### M1 wires

Supply wires on this layer in grey.
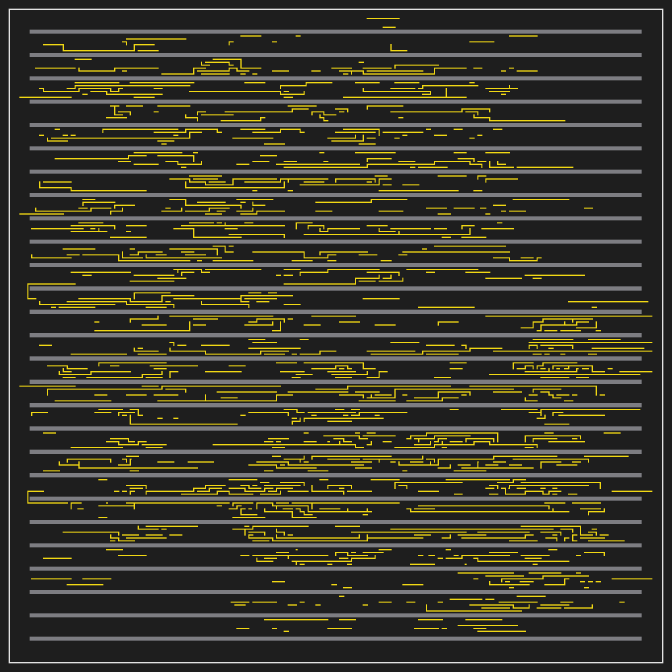
### Nets reached from selected ports

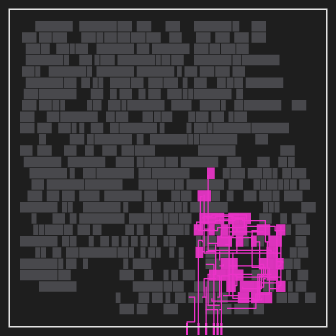
## src/rtl/mc_ctrl.sv

```systemverilog
// Multicycle IF/ID/EX/MEM/WB sequencer for the MIPS-subset CPU.
// Drives datapath enables, stalls on MemRdy and halts with a sticky Fault.
module mc_ctrl #(
  parameter int MEM_TIMEOUT = 15
) (
  input  logic        clk,
  input  logic        rstn,
  input  logic [5:0]  Op,
  input  logic [5:0]  Funct,
  input  logic        Zero,
  input  logic        MemRdy,
  output logic        MemRead,
  output logic        MemWrite,
  output logic        IRWrite,
  output logic        PCWrite,
  output logic        RegWrite,
  output logic        EXTOp,
  output logic [2:0]  ALUOp,
  output logic [1:0]  NPCOp,
  output logic [1:0]  ALUSrcA,
  output logic        ALUSrcB,
  output logic        GPRSel,
  output logic        WDSel,
  output logic [2:0]  State,
  output logic        Fault,
  output logic [31:0] InstrCnt
);

  // state | meaning
  // IF    | fetch, wait for MemRdy     ID  | decode, j completes
  // EX    | ALU, beq completes         MEM | lw/sw access
  // WB    | register write, PC update  HALT| fault, absorbing until reset
  typedef enum logic [2:0] {
    ST_IF   = 3'd0,
    ST_ID   = 3'd1,
    ST_EX   = 3'd2,
    ST_MEM  = 3'd3,
    ST_WB   = 3'd4,
    ST_HALT = 3'd5
  } state_t;

  localparam logic [5:0] OP_RTYPE = 6'h00;
  localparam logic [5:0] OP_J     = 6'h02;
  localparam logic [5:0] OP_BEQ   = 6'h04;
  localparam logic [5:0] OP_ADDI  = 6'h08;
  localparam logic [5:0] OP_ORI   = 6'h0D;
  localparam logic [5:0] OP_LUI   = 6'h0F;
  localparam logic [5:0] OP_LW    = 6'h23;
  localparam logic [5:0] OP_SW    = 6'h2B;

  localparam logic [5:0] FN_SLL   = 6'h00;
  localparam logic [5:0] FN_ADD   = 6'h20;
  localparam logic [5:0] FN_ADDU  = 6'h21;
  localparam logic [5:0] FN_SUB   = 6'h22;
  localparam logic [5:0] FN_SUBU  = 6'h23;
  localparam logic [5:0] FN_AND   = 6'h24;
  localparam logic [5:0] FN_OR    = 6'h25;
  localparam logic [5:0] FN_SLT   = 6'h2A;
  localparam logic [5:0] FN_SLTU  = 6'h2B;

  localparam logic [2:0] ALU_NOP  = 3'b000;
  localparam logic [2:0] ALU_ADD  = 3'b001;
  localparam logic [2:0] ALU_SUB  = 3'b010;
  localparam logic [2:0] ALU_AND  = 3'b011;
  localparam logic [2:0] ALU_OR   = 3'b100;
  localparam logic [2:0] ALU_SLT  = 3'b101;
  localparam logic [2:0] ALU_SLTU = 3'b110;
  localparam logic [2:0] ALU_SLL  = 3'b111;

  localparam logic [1:0] NPC_PC4  = 2'b00;
  localparam logic [1:0] NPC_BR   = 2'b01;
  localparam logic [1:0] NPC_JMP  = 2'b10;

  localparam logic [7:0] TIMEOUT  = 8'(MEM_TIMEOUT);

  state_t      state_q, state_d;
  logic [7:0]  wait_cnt_q, wait_cnt_d;
  logic        fault_q, fault_d;
  logic [31:0] instr_cnt_q, instr_cnt_d;

  logic        legal, is_lw, is_sw, is_beq, is_j;
  logic [2:0]  dec_aluop;
  logic [1:0]  dec_srca;
  logic        dec_extop, dec_srcb, dec_gpr, dec_wd;

  logic        mem_read, mem_write, ir_write, pc_write, reg_write, dec_en;
  logic [1:0]  npc_op;

  always_comb begin
    legal     = 1'b1;
    is_lw     = 1'b0;
    is_sw     = 1'b0;
    is_beq    = 1'b0;
    is_j      = 1'b0;
    dec_aluop = ALU_NOP;
    dec_srca  = 2'b00;
    dec_extop = 1'b0;
    dec_srcb  = 1'b0;
    dec_gpr   = 1'b0;
    dec_wd    = 1'b0;
    case (Op)
      OP_RTYPE: begin
        case (Funct)
          FN_ADD, FN_ADDU: dec_aluop = ALU_ADD;
          FN_SUB, FN_SUBU: dec_aluop = ALU_SUB;
          FN_AND:          dec_aluop = ALU_AND;
          FN_OR:           dec_aluop = ALU_OR;
          FN_SLT:          dec_aluop = ALU_SLT;
          FN_SLTU:         dec_aluop = ALU_SLTU;
          FN_SLL: begin
            dec_aluop = ALU_SLL;
            dec_srca  = 2'b01;
          end
          default:         legal = 1'b0;
        endcase
      end
      OP_ADDI: begin
        dec_aluop = ALU_ADD;
        dec_extop = 1'b1;
        dec_srcb  = 1'b1;
        dec_gpr   = 1'b1;
      end
      OP_ORI: begin
        dec_aluop = ALU_OR;
        dec_srcb  = 1'b1;
        dec_gpr   = 1'b1;
      end
      OP_LUI: begin
        dec_aluop = ALU_ADD;
        dec_srca  = 2'b10;
        dec_gpr   = 1'b1;
      end
      OP_LW: begin
        is_lw     = 1'b1;
        dec_aluop = ALU_ADD;
        dec_extop = 1'b1;
        dec_srcb  = 1'b1;
        dec_gpr   = 1'b1;
        dec_wd    = 1'b1;
      end
      OP_SW: begin
        is_sw     = 1'b1;
        dec_aluop = ALU_ADD;
        dec_extop = 1'b1;
        dec_srcb  = 1'b1;
      end
      OP_BEQ: begin
        is_beq    = 1'b1;
        dec_aluop = ALU_SUB;
      end
      OP_J:    is_j  = 1'b1;
      default: legal = 1'b0;
    endcase
  end

  // Wait counter is nonzero only while stalled, so every exit leaves it at 0.
  always_comb begin
    state_d    = state_q;
    wait_cnt_d = 8'd0;
    mem_read   = 1'b0;
    mem_write  = 1'b0;
    ir_write   = 1'b0;
    pc_write   = 1'b0;
    reg_write  = 1'b0;
    dec_en     = 1'b0;
    npc_op     = NPC_PC4;
    case (state_q)
      ST_IF: begin
        mem_read = 1'b1;
        if (MemRdy) begin
          ir_write = 1'b1;
          state_d  = ST_ID;
        end else if (wait_cnt_q == TIMEOUT) begin
          state_d = ST_HALT;
        end else begin
          wait_cnt_d = wait_cnt_q + 8'd1;
        end
      end
      ST_ID: begin
        dec_en = 1'b1;
        if (!legal) begin
          state_d = ST_HALT;
        end else if (is_j) begin
          pc_write = 1'b1;
          npc_op   = NPC_JMP;
          state_d  = ST_IF;
        end else begin
          state_d = ST_EX;
        end
      end
      ST_EX: begin
        dec_en = 1'b1;
        if (is_beq) begin
          pc_write = 1'b1;
          npc_op   = Zero ? NPC_BR : NPC_PC4;
          state_d  = ST_IF;
        end else if (is_lw || is_sw) begin
          state_d = ST_MEM;
        end else begin
          state_d = ST_WB;
        end
      end
      ST_MEM: begin
        dec_en    = 1'b1;
        mem_write = is_sw;
        mem_read  = !is_sw;
        if (MemRdy) begin
          if (is_sw) begin
            pc_write = 1'b1;
            state_d  = ST_IF;
          end else begin
            state_d = ST_WB;
          end
        end else if (wait_cnt_q == TIMEOUT) begin
          state_d = ST_HALT;
        end else begin
          wait_cnt_d = wait_cnt_q + 8'd1;
        end
      end
      ST_WB: begin
        dec_en    = 1'b1;
        reg_write = 1'b1;
        pc_write  = 1'b1;
        state_d   = ST_IF;
      end
      ST_HALT: state_d = ST_HALT;
      default: state_d = ST_HALT;
    endcase
  end

  always_comb begin
    fault_d     = fault_q | (state_d == ST_HALT);
    instr_cnt_d = instr_cnt_q + {31'd0, pc_write};
  end

  always_ff @(posedge clk or negedge rstn) begin
    if (!rstn) begin
      state_q     <= ST_IF;
      wait_cnt_q  <= 8'd0;
      fault_q     <= 1'b0;
      instr_cnt_q <= 32'd0;
    end else begin
      state_q     <= state_d;
      wait_cnt_q  <= wait_cnt_d;
      fault_q     <= fault_d;
      instr_cnt_q <= instr_cnt_d;
    end
  end

  // Combinational outputs are forced low while rstn is asserted.
  assign MemRead  = rstn & mem_read;
  assign MemWrite = rstn & mem_write;
  assign IRWrite  = rstn & ir_write;
  assign PCWrite  = rstn & pc_write;
  assign RegWrite = rstn & reg_write;
  assign NPCOp    = rstn ? npc_op : NPC_PC4;
  assign EXTOp    = rstn & dec_en & dec_extop;
  assign ALUOp    = (rstn && dec_en) ? dec_aluop : ALU_NOP;
  assign ALUSrcA  = (rstn && dec_en) ? dec_srca : 2'b00;
  assign ALUSrcB  = rstn & dec_en & dec_srcb;
  assign GPRSel   = rstn & dec_en & dec_gpr;
  assign WDSel    = rstn & dec_en & dec_wd;

  assign State    = state_q;
  assign Fault    = fault_q;
  assign InstrCnt = instr_cnt_q;

endmodule

```

## config.mk

```make
export PLATFORM = sky130hd
export DESIGN_NAME = mc_ctrl
export DESIGN_NICKNAME = d
export VERILOG_FILES = /design/src/rtl/mc_ctrl.sv
export SDC_FILE = /design/constraint.sdc
export NUM_CORES = 1
export LEC_CHECK = 0
export ABC_CLOCK_PERIOD_IN_PS = 3800
export CORE_MARGIN = 2
export CORE_UTILIZATION = 49
export CTS_CLUSTER_DIAMETER = 100
export DETAILED_ROUTE_END_ITERATION = 16
export PLACE_DENSITY = 0.81
export SLEW_MARGIN = 20
export SYNTH_ARGS = -nofsm -noshare
export SYNTH_HDL_FRONTEND = slang
export SYNTH_SLANG_ARGS = --single-unit
export TNS_END_PERCENT = 100
```

## constraint.sdc

```tcl
create_clock -name clk -period 3.8 [get_ports clk]
set_input_delay 0.38 -clock clk [delete_from_list [all_inputs] [get_ports clk]]
set_output_delay 0.38 -clock clk [all_outputs]
set_load 0.1 [all_outputs]
```

==> run notes <==
Update from the flow run.

The largest clock skew in the final design is 0.007042 ns. The detailed router put a total of roughly 2.8 mm of wire on met1. The class of the most critical hold timing path is in -> async.

The type of element launching the critical path is an input port. For the pin with the worst max-slew slack, the measured transition is between 0.9 and 1 ns. After detailed routing, no signal wire sits above met4. The critical path endpoint category is a register. The slew check shows that the tightest pin keeps a relative margin of 0.3374. The number of ordinary inverters in the final layout is 9.

The clock period minus worst slack is around 3.4 ns. The horizontal die dimension is 75.96 um. The tally of nets with antenna violations remaining after routing is 0.

The routed length on met2 is a little under 3 mm. The DRC violation total left in the routed layout is recorded as 0. After routing the design area is between 0.003 and 0.004 mm^2. The critical path class is in -> reg. The combinational fraction of the cell area is 0.4037. The detailed placer reported the number of placed instances as 414.

The most frequently used library cell after synthesis is sky130_fd_sc_hd__dfrtp_1. The number of tap instances is approximately 70. Per the area breakdown, the dominant cell category is multi-input combinational cells. The worst register-to-register path has a depth of 10. Of the total synthesized cell area, the portion taken by XOR and XNOR cells is 0.1277. The number of buffers between clock root and the deepest sink is 2.

The max-capacitance violation count is 0. The flow ran to the end, and the final reports show no timing, DRC or antenna violations. At the floorplan stage, the core utilization is reported as 0.5032. The top-area cell type share of the netlist area is 0.4339.

CTS built an H-tree with a depth of 2. Summed over all nets, the half-perimeter wirelength after detailed placement is 4.523 mm. Measured on the finished design, the core utilization comes to 0.6792. The repair_antennas step left the layout with diodes totalling 0. The signal arrival time at the worst endpoint is between 3 and 4 ns.

The count of instantiated cells in the yosys netlist is ~280. In this run the layout overhead on the synthesized area is reported as 34.96%.
About 'M1 wires':
The longest straight run is 19.3 um. The wires run mostly horizontal. The layer holds 46% of the routed length. The layer carries 2760 um of wire.
wire length reported by the detailed router: 5.941 mm
total via count after detailed routing: 2284
global routing usage on met1: 0.2857

About 'Nets reached from selected ports':
Key: Op = magenta [direction input, edge bottom, end cells 33, buffers 12, wire 494 um]
port bufs: 67
I/O Pins: 68

[worst max-delay path, stage by stage]
cell	delay [ns]
sky130_fd_sc_hd__clkdlybuf4s50_1	0.42
sky130_fd_sc_hd__or4_4	0.54
sky130_fd_sc_hd__or3_4	0.37
sky130_fd_sc_hd__nor2_1	0.10
sky130_fd_sc_hd__a221oi_1	0.12
sky130_fd_sc_hd__o21ai_0	0.19
sky130_fd_sc_hd__ha_1	0.21
sky130_fd_sc_hd__and4_1	0.23
sky130_fd_sc_hd__nand3_1	0.07
sky130_fd_sc_hd__or4_1	0.61
sky130_fd_sc_hd__nand2b_1	0.19
sky130_fd_sc_hd__xnor2_1	0.12
[power breakdown]
part	internal (W)	switching, W	total (W)	leakage [nW]
logic	0.0000462	0.000114	0.000161	0.756
clock network	0.000215	0.000157	0.000372	0.0614
registers	0.000477	0.00000913	0.000486	0.597
[per-stage QoR]
step           worst slack, ns  hold slack (ns)  setup TNS, ns
3_5_place_dp            0.1121           0.3555              0
5_1_grt                 0.2172          0.05927              0
6_report                0.4246          0.03073              0
2_1_floorplan          -0.2840          0.08441        -0.4182
3_3_place_gp            0.1254           0.3464              0
4_1_cts                 0.4086          0.03620              0
[final timing paths]
| kind | start | end | slack [ns] |
|---|---|---|---|
| min in group clk | wait_cnt_q[0]$_DFF_PN0_ | wait_cnt_q[0]$_DFF_PN0_ | 0.46 |
| max | Op[0] | InstrCnt[29]$_DFF_PN0_ | 0.42 |
| max in group asynchronous | rstn | InstrCnt[8]$_DFF_PN0_ | 3.04 |
| min | rstn | State[0]$_DFF_PN0_ | 0.03 |
| max reg2reg | State[1]$_DFF_PN0_ | InstrCnt[29]$_DFF_PN0_ | 0.98 |
| min reg2reg | wait_cnt_q[0]$_DFF_PN0_ | wait_cnt_q[0]$_DFF_PN0_ | 0.46 |
No activity file was given, so power comes from the tool's default toggle rates.
